[src/rtl/p03_clock_pkg.sv]
// Shared definitions for the VGA clock timekeeping slice: mode encoding,
// digit widths, default prescaler length and the 12-hour display helper.
package p03_clock_pkg;

  typedef enum logic [1:0] {
    MODE_RUN     = 2'd0,
    MODE_SET_HRS = 2'd1,
    MODE_SET_MIN = 2'd2,
    MODE_SET_SEC = 2'd3
  } mode_e;

  localparam int HRS_D_W = 2;
  localparam int MIN_D_W = 3;
  localparam int SEC_D_W = 3;
  localparam int UNIT_W  = 4;

  localparam int DEFAULT_TICKS_PER_SEC = 31_500_000;

  typedef struct packed {
    logic [HRS_D_W-1:0] d;
    logic [UNIT_W-1:0]  u;
    logic               pm;
  } hour12_t;

  // Map an internal 00..23 BCD hour onto the 12,01..11 display plus pm flag.
  function automatic hour12_t to_12h(input logic [HRS_D_W-1:0] d,
                                     input logic [UNIT_W-1:0]  u);
    hour12_t r;
    int      h;
    h    = int'(d) * 10 + int'(u);
    r.pm = (h >= 12);
    h    = h % 12;
    if (h == 0) h = 12;
    r.d  = HRS_D_W'(h / 10);
    r.u  = UNIT_W'(h % 10);
    return r;
  endfunction

endpackage

[src/rtl/p03_time_set_ctrl_if.sv]
// Button/frame strobes in, time digits and display control out.
// With TWELVE_HOUR_EN defined the bundle also carries the pm flag.
interface p03_time_set_ctrl_if;
  import p03_clock_pkg::*;

  logic               frame_start;
  logic               mode_pulse;
  logic               inc_pulse;
  logic [HRS_D_W-1:0] hrs_d;
  logic [UNIT_W-1:0]  hrs_u;
  logic [MIN_D_W-1:0] min_d;
  logic [UNIT_W-1:0]  min_u;
  logic [SEC_D_W-1:0] sec_d;
  logic [UNIT_W-1:0]  sec_u;
  logic [2:0]         blank_mask;
  logic [1:0]         mode;
  logic               minute_tick;
`ifdef TWELVE_HOUR_EN
  logic               pm;
`endif

  // Pulse source / display consumer side.
  modport master (
    output frame_start, mode_pulse, inc_pulse,
    input  hrs_d, hrs_u, min_d, min_u, sec_d, sec_u,
    input  blank_mask, mode, minute_tick
`ifdef TWELVE_HOUR_EN
    , input pm
`endif
  );

  // Controller side.
  modport slave (
    input  frame_start, mode_pulse, inc_pulse,
    output hrs_d, hrs_u, min_d, min_u, sec_d, sec_u,
    output blank_mask, mode, minute_tick
`ifdef TWELVE_HOUR_EN
    , output pm
`endif
  );

endinterface

[src/rtl/p03_bcd_pair.sv]
// Two-digit BCD counter wrapping at MODULUS (24 or 60). carry_out is
// combinational so a chain of pairs resolves every carry in one cycle.
module p03_bcd_pair #(
  parameter int MODULUS = 60,
  parameter int TENS_W  = 3
) (
  input  logic              clk,
  input  logic              reset,
  input  logic              inc,
  input  logic              clr,
  output logic [TENS_W-1:0] tens,
  output logic [3:0]        units,
  output logic              carry_out
);

  localparam logic [TENS_W-1:0] TENS_MAX  = TENS_W'((MODULUS - 1) / 10);
  localparam logic [3:0]        UNITS_MAX = 4'((MODULUS - 1) % 10);

  logic at_max;

  assign at_max    = (tens == TENS_MAX) && (units == UNITS_MAX);
  assign carry_out = inc && !clr && at_max;

  // Count register: clear beats increment; wrap at the modulus.
  // NOTE: state is updated with <= so every register samples pre-edge values.
  always_ff @(posedge clk or posedge reset) begin
    if (reset) begin
      tens  <= '0;
      units <= '0;
    end else if (clr) begin
      tens  <= '0;
      units <= '0;
    end else if (inc) begin
      if (at_max) begin
        tens  <= '0;
        units <= '0;
      end else if (units == 4'd9) begin
        tens  <= tens + 1'b1;
        units <= '0;
      end else begin
        units <= units + 1'b1;
      end
    end
  end

endmodule

[src/rtl/p03_time_set_ctrl.sv]
// Timekeeping and time-set controller for the VGA clock: 1 Hz prescaler,
// HH:MM:SS BCD registers, mode FSM for setting the time, blink mask for the
// field being edited, edit timeout and a minute strobe.
// Optional macro TWELVE_HOUR_EN: 12-hour hour display plus a pm output.
module p03_time_set_ctrl
  import p03_clock_pkg::*;
#(
  parameter int TICKS_PER_SEC  = DEFAULT_TICKS_PER_SEC,
  parameter int BLINK_FRAMES   = 18,
  parameter int TIMEOUT_FRAMES = 700
) (
  input logic                clk,
  input logic                reset,
  p03_time_set_ctrl_if.slave bus
);

  localparam int PW = (TICKS_PER_SEC  > 1) ? $clog2(TICKS_PER_SEC)  : 1;
  localparam int BW = (BLINK_FRAMES   > 1) ? $clog2(BLINK_FRAMES)   : 1;
  localparam int TW = (TIMEOUT_FRAMES > 1) ? $clog2(TIMEOUT_FRAMES) : 1;

  localparam logic [PW-1:0] PRESC_MAX   = PW'(TICKS_PER_SEC - 1);
  localparam logic [BW-1:0] BLINK_MAX   = BW'(BLINK_FRAMES - 1);
  localparam logic [TW-1:0] TIMEOUT_MAX = TW'(TIMEOUT_FRAMES - 1);

  mode_e              state_q, state_d;
  logic [PW-1:0]      presc_q;
  logic [TW-1:0]      timeout_q;
  logic [BW-1:0]      blink_cnt_q, blink_cnt_d;
  logic               blink_ph_q, blink_ph_d;
  logic [2:0]         blank_mask_q, blank_mask_d;
  logic               minute_tick_q;

  logic               in_run, inc_eff, entry, sec_tick, timeout_hit;
  logic               sec_inc, sec_clr, min_inc, hrs_inc;
  logic               sec_carry, min_carry, day_wrap_unused;
  logic [HRS_D_W-1:0] hrs_tens;
  logic [UNIT_W-1:0]  hrs_units;
  logic [MIN_D_W-1:0] min_tens;
  logic [UNIT_W-1:0]  min_units;
  logic [SEC_D_W-1:0] sec_tens;
  logic [UNIT_W-1:0]  sec_units;

  assign in_run      = (state_q == MODE_RUN);
  // A mode press in the same cycle swallows the increment.
  assign inc_eff     = bus.inc_pulse && !bus.mode_pulse;
  assign sec_tick    = in_run && (presc_q == PRESC_MAX);
  assign timeout_hit = !in_run && bus.frame_start && (timeout_q == TIMEOUT_MAX);
  assign entry       = (state_d != state_q);

  // Field increments: carries only ripple while running; SET_MIN never
  // carries into hours.
  assign sec_inc = sec_tick;
  assign sec_clr = (state_q == MODE_SET_SEC) && inc_eff;
  assign min_inc = (in_run && sec_carry) || ((state_q == MODE_SET_MIN) && inc_eff);
  assign hrs_inc = (in_run && min_carry) || ((state_q == MODE_SET_HRS) && inc_eff);

  // Mode FSM next state: mode press steps the cycle, idle timeout exits to RUN.
  // NOTE: every always_comb output gets a default first so no latch is inferred.
  always_comb begin
    state_d = state_q;
    if (bus.mode_pulse) begin
      case (state_q)
        MODE_RUN:     state_d = MODE_SET_HRS;
        MODE_SET_HRS: state_d = MODE_SET_MIN;
        MODE_SET_MIN: state_d = MODE_SET_SEC;
        MODE_SET_SEC: state_d = MODE_RUN;
        default:      state_d = MODE_RUN;
      endcase
    end else if (timeout_hit) begin
      state_d = MODE_RUN;
    end
  end

  // Blink phase: toggles every BLINK_FRAMES frames, forced visible on edits.
  always_comb begin
    blink_cnt_d = blink_cnt_q;
    blink_ph_d  = blink_ph_q;
    if (bus.inc_pulse || entry) begin
      blink_cnt_d = '0;
      blink_ph_d  = 1'b0;
    end else if (bus.frame_start) begin
      if (blink_cnt_q == BLINK_MAX) begin
        blink_cnt_d = '0;
        blink_ph_d  = !blink_ph_q;
      end else begin
        blink_cnt_d = blink_cnt_q + 1'b1;
      end
    end
  end

  // Blank mask derived from next-cycle state so it lines up with mode output.
  always_comb begin
    blank_mask_d = 3'b000;
    if (blink_ph_d) begin
      case (state_d)
        MODE_SET_HRS: blank_mask_d = 3'b100;
        MODE_SET_MIN: blank_mask_d = 3'b010;
        MODE_SET_SEC: blank_mask_d = 3'b001;
        default:      blank_mask_d = 3'b000;
      endcase
    end
  end

  // State, blink and output registers.
  always_ff @(posedge clk or posedge reset) begin
    if (reset) begin
      state_q       <= MODE_RUN;
      blink_cnt_q   <= '0;
      blink_ph_q    <= 1'b0;
      blank_mask_q  <= 3'b000;
      minute_tick_q <= 1'b0;
    end else begin
      state_q       <= state_d;
      blink_cnt_q   <= blink_cnt_d;
      blink_ph_q    <= blink_ph_d;
      blank_mask_q  <= blank_mask_d;
      minute_tick_q <= min_inc;
    end
  end

  // Prescaler: free-runs in RUN, held while editing, zeroed by SET_SEC inc.
  always_ff @(posedge clk or posedge reset) begin
    if (reset) begin
      presc_q <= '0;
    end else if (in_run) begin
      presc_q <= sec_tick ? '0 : presc_q + 1'b1;
    end else if (sec_clr) begin
      presc_q <= '0;
    end
  end

  // Edit timeout: counts frames in SET states, restarted by any button or entry.
  always_ff @(posedge clk or posedge reset) begin
    if (reset) begin
      timeout_q <= '0;
    end else if (bus.mode_pulse || bus.inc_pulse || entry) begin
      timeout_q <= '0;
    end else if (!in_run && bus.frame_start) begin
      timeout_q <= timeout_q + 1'b1;
    end
  end

  p03_bcd_pair #(.MODULUS(60), .TENS_W(SEC_D_W)) u_sec (
    .clk       (clk),
    .reset     (reset),
    .inc       (sec_inc),
    .clr       (sec_clr),
    .tens      (sec_tens),
    .units     (sec_units),
    .carry_out (sec_carry)
  );

  p03_bcd_pair #(.MODULUS(60), .TENS_W(MIN_D_W)) u_min (
    .clk       (clk),
    .reset     (reset),
    .inc       (min_inc),
    .clr       (1'b0),
    .tens      (min_tens),
    .units     (min_units),
    .carry_out (min_carry)
  );

  p03_bcd_pair #(.MODULUS(24), .TENS_W(HRS_D_W)) u_hrs (
    .clk       (clk),
    .reset     (reset),
    .inc       (hrs_inc),
    .clr       (1'b0),
    .tens      (hrs_tens),
    .units     (hrs_units),
    .carry_out (day_wrap_unused)
  );

`ifdef TWELVE_HOUR_EN
  // Display remap only; counting stays 24-hour internally.
  hour12_t hrs12;
  assign hrs12     = to_12h(hrs_tens, hrs_units);
  assign bus.hrs_d = hrs12.d;
  assign bus.hrs_u = hrs12.u;
  assign bus.pm    = hrs12.pm;
`else
  assign bus.hrs_d = hrs_tens;
  assign bus.hrs_u = hrs_units;
`endif

  assign bus.min_d       = min_tens;
  assign bus.min_u       = min_units;
  assign bus.sec_d       = sec_tens;
  assign bus.sec_u       = sec_units;
  assign bus.blank_mask  = blank_mask_q;
  assign bus.mode        = state_q;
  assign bus.minute_tick = minute_tick_q;

endmodule

[src/flat_wrapper.sv]
// flat-port wrapper written by rule: the top's interface ports become plain ports
module p03_time_set_ctrl_flat import p03_clock_pkg::*;
#(
  parameter int TICKS_PER_SEC  = DEFAULT_TICKS_PER_SEC,
  parameter int BLINK_FRAMES   = 18,
  parameter int TIMEOUT_FRAMES = 700
)
  (clk, reset, bus_frame_start, bus_mode_pulse, bus_inc_pulse, bus_hrs_d, bus_hrs_u, bus_min_d, bus_min_u, bus_sec_d, bus_sec_u, bus_blank_mask, bus_mode, bus_minute_tick);
  p03_time_set_ctrl_if bus_i ();
  input logic clk;
  input logic reset;
  input wire logic [$bits(bus_i.frame_start)-1:0] bus_frame_start;
  input wire logic [$bits(bus_i.mode_pulse)-1:0] bus_mode_pulse;
  input wire logic [$bits(bus_i.inc_pulse)-1:0] bus_inc_pulse;
  output wire logic [$bits(bus_i.hrs_d)-1:0] bus_hrs_d;
  output wire logic [$bits(bus_i.hrs_u)-1:0] bus_hrs_u;
  output wire logic [$bits(bus_i.min_d)-1:0] bus_min_d;
  output wire logic [$bits(bus_i.min_u)-1:0] bus_min_u;
  output wire logic [$bits(bus_i.sec_d)-1:0] bus_sec_d;
  output wire logic [$bits(bus_i.sec_u)-1:0] bus_sec_u;
  output wire logic [$bits(bus_i.blank_mask)-1:0] bus_blank_mask;
  output wire logic [$bits(bus_i.mode)-1:0] bus_mode;
  output wire logic [$bits(bus_i.minute_tick)-1:0] bus_minute_tick;
  assign bus_i.frame_start = bus_frame_start;
  assign bus_i.mode_pulse = bus_mode_pulse;
  assign bus_i.inc_pulse = bus_inc_pulse;
  assign bus_hrs_d = bus_i.hrs_d;
  assign bus_hrs_u = bus_i.hrs_u;
  assign bus_min_d = bus_i.min_d;
  assign bus_min_u = bus_i.min_u;
  assign bus_sec_d = bus_i.sec_d;
  assign bus_sec_u = bus_i.sec_u;
  assign bus_blank_mask = bus_i.blank_mask;
  assign bus_mode = bus_i.mode;
  assign bus_minute_tick = bus_i.minute_tick;
  p03_time_set_ctrl #(.TICKS_PER_SEC(TICKS_PER_SEC), .BLINK_FRAMES(BLINK_FRAMES), .TIMEOUT_FRAMES(TIMEOUT_FRAMES)) u_core (.clk(clk), .reset(reset), .bus(bus_i));
endmodule
[config.mk]
export PLATFORM = sky130hd
export DESIGN_NAME = p03_time_set_ctrl_flat
export DESIGN_NICKNAME = d
export VERILOG_FILES = /design/src/rtl/p03_clock_pkg.sv /design/src/rtl/p03_time_set_ctrl_if.sv /design/src/rtl/p03_bcd_pair.sv /design/src/rtl/p03_time_set_ctrl.sv /design/src/flat_wrapper.sv
export SDC_FILE = /design/constraint.sdc
export NUM_CORES = 1
export LEC_CHECK = 0
export CORE_MARGIN = 4
export CORE_UTILIZATION = 45
export DETAILED_ROUTE_END_ITERATION = 10
export PLACE_DENSITY_LB_ADDON = 0.1
export SYNTH_ARGS = -nofsm -noshare
export SYNTH_HDL_FRONTEND = slang
export SYNTH_SLANG_ARGS = --single-unit
[constraint.sdc]
create_clock -name clk -period 3.69 [get_ports clk]
set_clock_uncertainty 0.2 [all_clocks]
set_input_delay 1.107 -clock clk [delete_from_list [all_inputs] [get_ports clk]]
set_output_delay 1.107 -clock clk [all_outputs]
set_load 0.005 [all_outputs]
**Logic cells by family**

Drawn at 3 px/um.
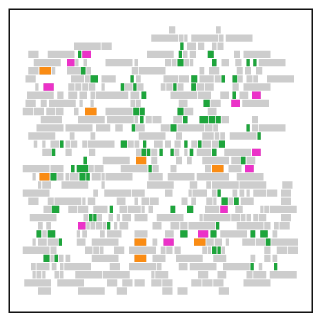
legend:
  magenta:
    family: non-inverting ao/oa cells
    cells: 11
    most_used: a22o_1
  orange:
    family: mux cells
    cells: 8
    most_used: mux2_2
  green:
    family: nand cells
    cells: 79
    most_used: nand2_1

**Routed metal, one colour a layer**

Drawn at 3 px/um.
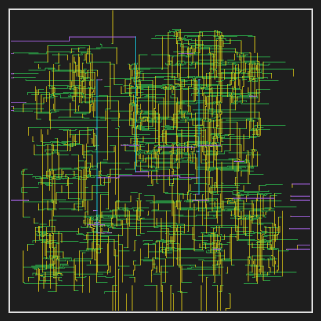
legend:
  cyan:
    layer: M4
    wire_length: 134 um
  yellow:
    layer: M2
    wire_length: 3,740 um
  green:
    layer: M1
    wire_length: 4,110 um
  purple:
    layer: M3
    wire_length: 212 um

==> flow_metrics.env <==
# source this file to load flow results
export IMPL_grt_pass1_vias=3102
export IMPL_ff2ff_path_depth=5
export IMPL_vias=3236
export IMPL_route_met2_wl_um=3740
export IMPL_leakagePower_nw=1.881
export IMPL_worstSetupEndpointType="flip-flop"
export IMPL_r2r_start="u_core.presc_q[17]$_DFFE_PP0P_"
export IMPL_yosys_top_cells_count="dfrtp_1, nand2_1, a21oi_1, nor2_1, o21ai_0"
export IMPL_maxCapViolations=0
export IMPL_drtIter0Drc=170
export IMPL_initCoreUtil_pct=46.61
export IMPL_top_layer="met4"
export IMPL_crit_path_max_incr_delay_ns=0.50
export IMPL_syn_area_sq_mm=0.003849
export IMPL_viasPerCell=5.789
export IMPL_cts_resized_gates=0
export IMPL_setup_worst_path_start_class="input port"
export IMPL_use_met1_pct=24.72
export IMPL_synth_flops=67
export IMPL_min_from="u_core.presc_q[7]$_DFFE_PP0P_"
export IMPL_worst_slack_ns=0.7905
export IMPL_postCtsSetupRepairBufs=0
export IMPL_status="finished, final reports clean"
export IMPL_hold_depth=1
export IMPL_coreArea_sq_mm=0.008258
export IMPL_syn_nets=434
**Clock nets**

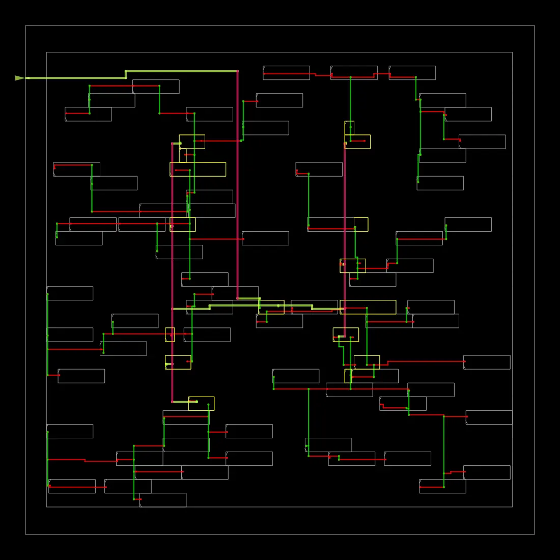
CTS buffer count: 9
clk ins delay skew pair: 0.34 ns
Flops: 67

==> cell families (layout without fill, tap and decap cells) <==
group / Yosys count / after routing / synth area share (%)
adders and majority gates: 16 / 16 / 5.202
buffers and inverters: 28 / 69 / 3.186
and+or+nand+nor: 178 / 178 / 26.30
DFF: 67 / 67 / 43.56
muxes: 8 / 8 / 2.276
AOI/OAI and AO/OA: 99 / 99 / 15.60
xor gates and xnor gates: 17 / 17 / 3.869
==> state kept, by name, indices dropped and copies added (netlist names) <==
signal                  cells
u_core.bus.minute_tick      1
u_core.bus.blank_mask       3
u_core.u_sec.units          4
u_core.blink_ph_q           1
u_core.bus.mode             2
u_core.u_min.tens           3
u_core.u_hrs.tens           2
u_core.u_sec.tens           3
u_core.u_min.units          4
u_core.u_hrs.units          4
u_core.timeout_q           10
u_core.presc_q             25
u_core.blink_cnt_q          5
==> metrics by stage <==
step | cell area, sq um | cells | utilization (%) | total power, mW
2_1_floorplan | 3849 | 413 | - | 1.873
3_3_place_gp | 4298 | 543 | 52.05 | 2.266
3_5_place_dp | 4298 | 543 | 52.05 | 2.286
4_1_cts | 4507 | 559 | 54.58 | 2.957
5_1_grt | 4507 | 559 | 54.58 | 3.180
6_report | 4507 | 559 | 54.58 | 2.925
==> power breakdown <==
| group | leakage, nW | switching (mW) | internal (mW) |
|---|---|---|---|
| Sequential | 0.900 | 0.309 | 0.920 |
| Combinational | 0.877 | 0.519 | 0.522 |
| Clock | 0.103 | 0.276 | 0.379 |
==> placed cells by master (no fill, tap or decap), drive strengths merged, types with 3 or more instances in the layout <==
cell type / instances
a21oi: 29
a22o: 5
a31oi: 20
and2: 5
and3: 8
and3b: 3
and4: 9
buf: 10
clkbuf: 11
clkdlybuf4s50: 30
dfrtp: 67
ha: 16
inv: 13
mux2: 6
nand2: 39
nand2b: 4
nand3: 17
nand3b: 5
nand4: 12
nor2: 29
nor2b: 5
nor3: 9
nor3b: 3
nor4: 6
nor4b: 4
nor4bb: 3
o211ai: 3
o21a: 3
o21ai: 25
or2: 3
or3: 6
or4b: 3
xnor2: 7
xor2: 10
==> worst max path at each step <==
| stage | startpoint | endpoint | slack [ns] | cells past startpoint |
|---|---|---|---|---|
| after floorplan | reset | u_core.blink_cnt_q[0]$_DFFE_PP0P_ | 0.70 | 1 |
| after global placement | bus_frame_start | u_core.bus.blank_mask[0]$_DFF_PP0_ | 0.48 | 7 |
| after detailed placement | bus_frame_start | u_core.bus.blank_mask[0]$_DFF_PP0_ | 0.43 | 7 |
| after CTS | bus_inc_pulse | u_core.u_min.tens[0]$_DFFE_PP0P_ | 0.79 | 6 |
| after global routing | bus_inc_pulse | u_core.u_min.tens[0]$_DFFE_PP0P_ | 0.57 | 6 |
| final | bus_inc_pulse | u_core.u_min.tens[0]$_DFFE_PP0P_ | 0.79 | 6 |
==> worst reg2reg max path, stage by stage, from the launching register on <==
cell and delay, ns:
dfrtp_1 0.48, or4b_4 0.56, nor4_2 0.39, nand3_1 0.37
or4b_1 0.60, a21oi_1 0.15
==> final cells by class <==
cell class,instances,area share [%]
well taps,105,2.915
clock inverters,5,1.721
flip-flops and latches,67,37.20
multi-input cells,318,45.56
inverters,13,1.083
clock buffers,11,2.915
repair buffers,40,8.606
Power figures rest on the tool's default switching activity, not on a simulated workload.
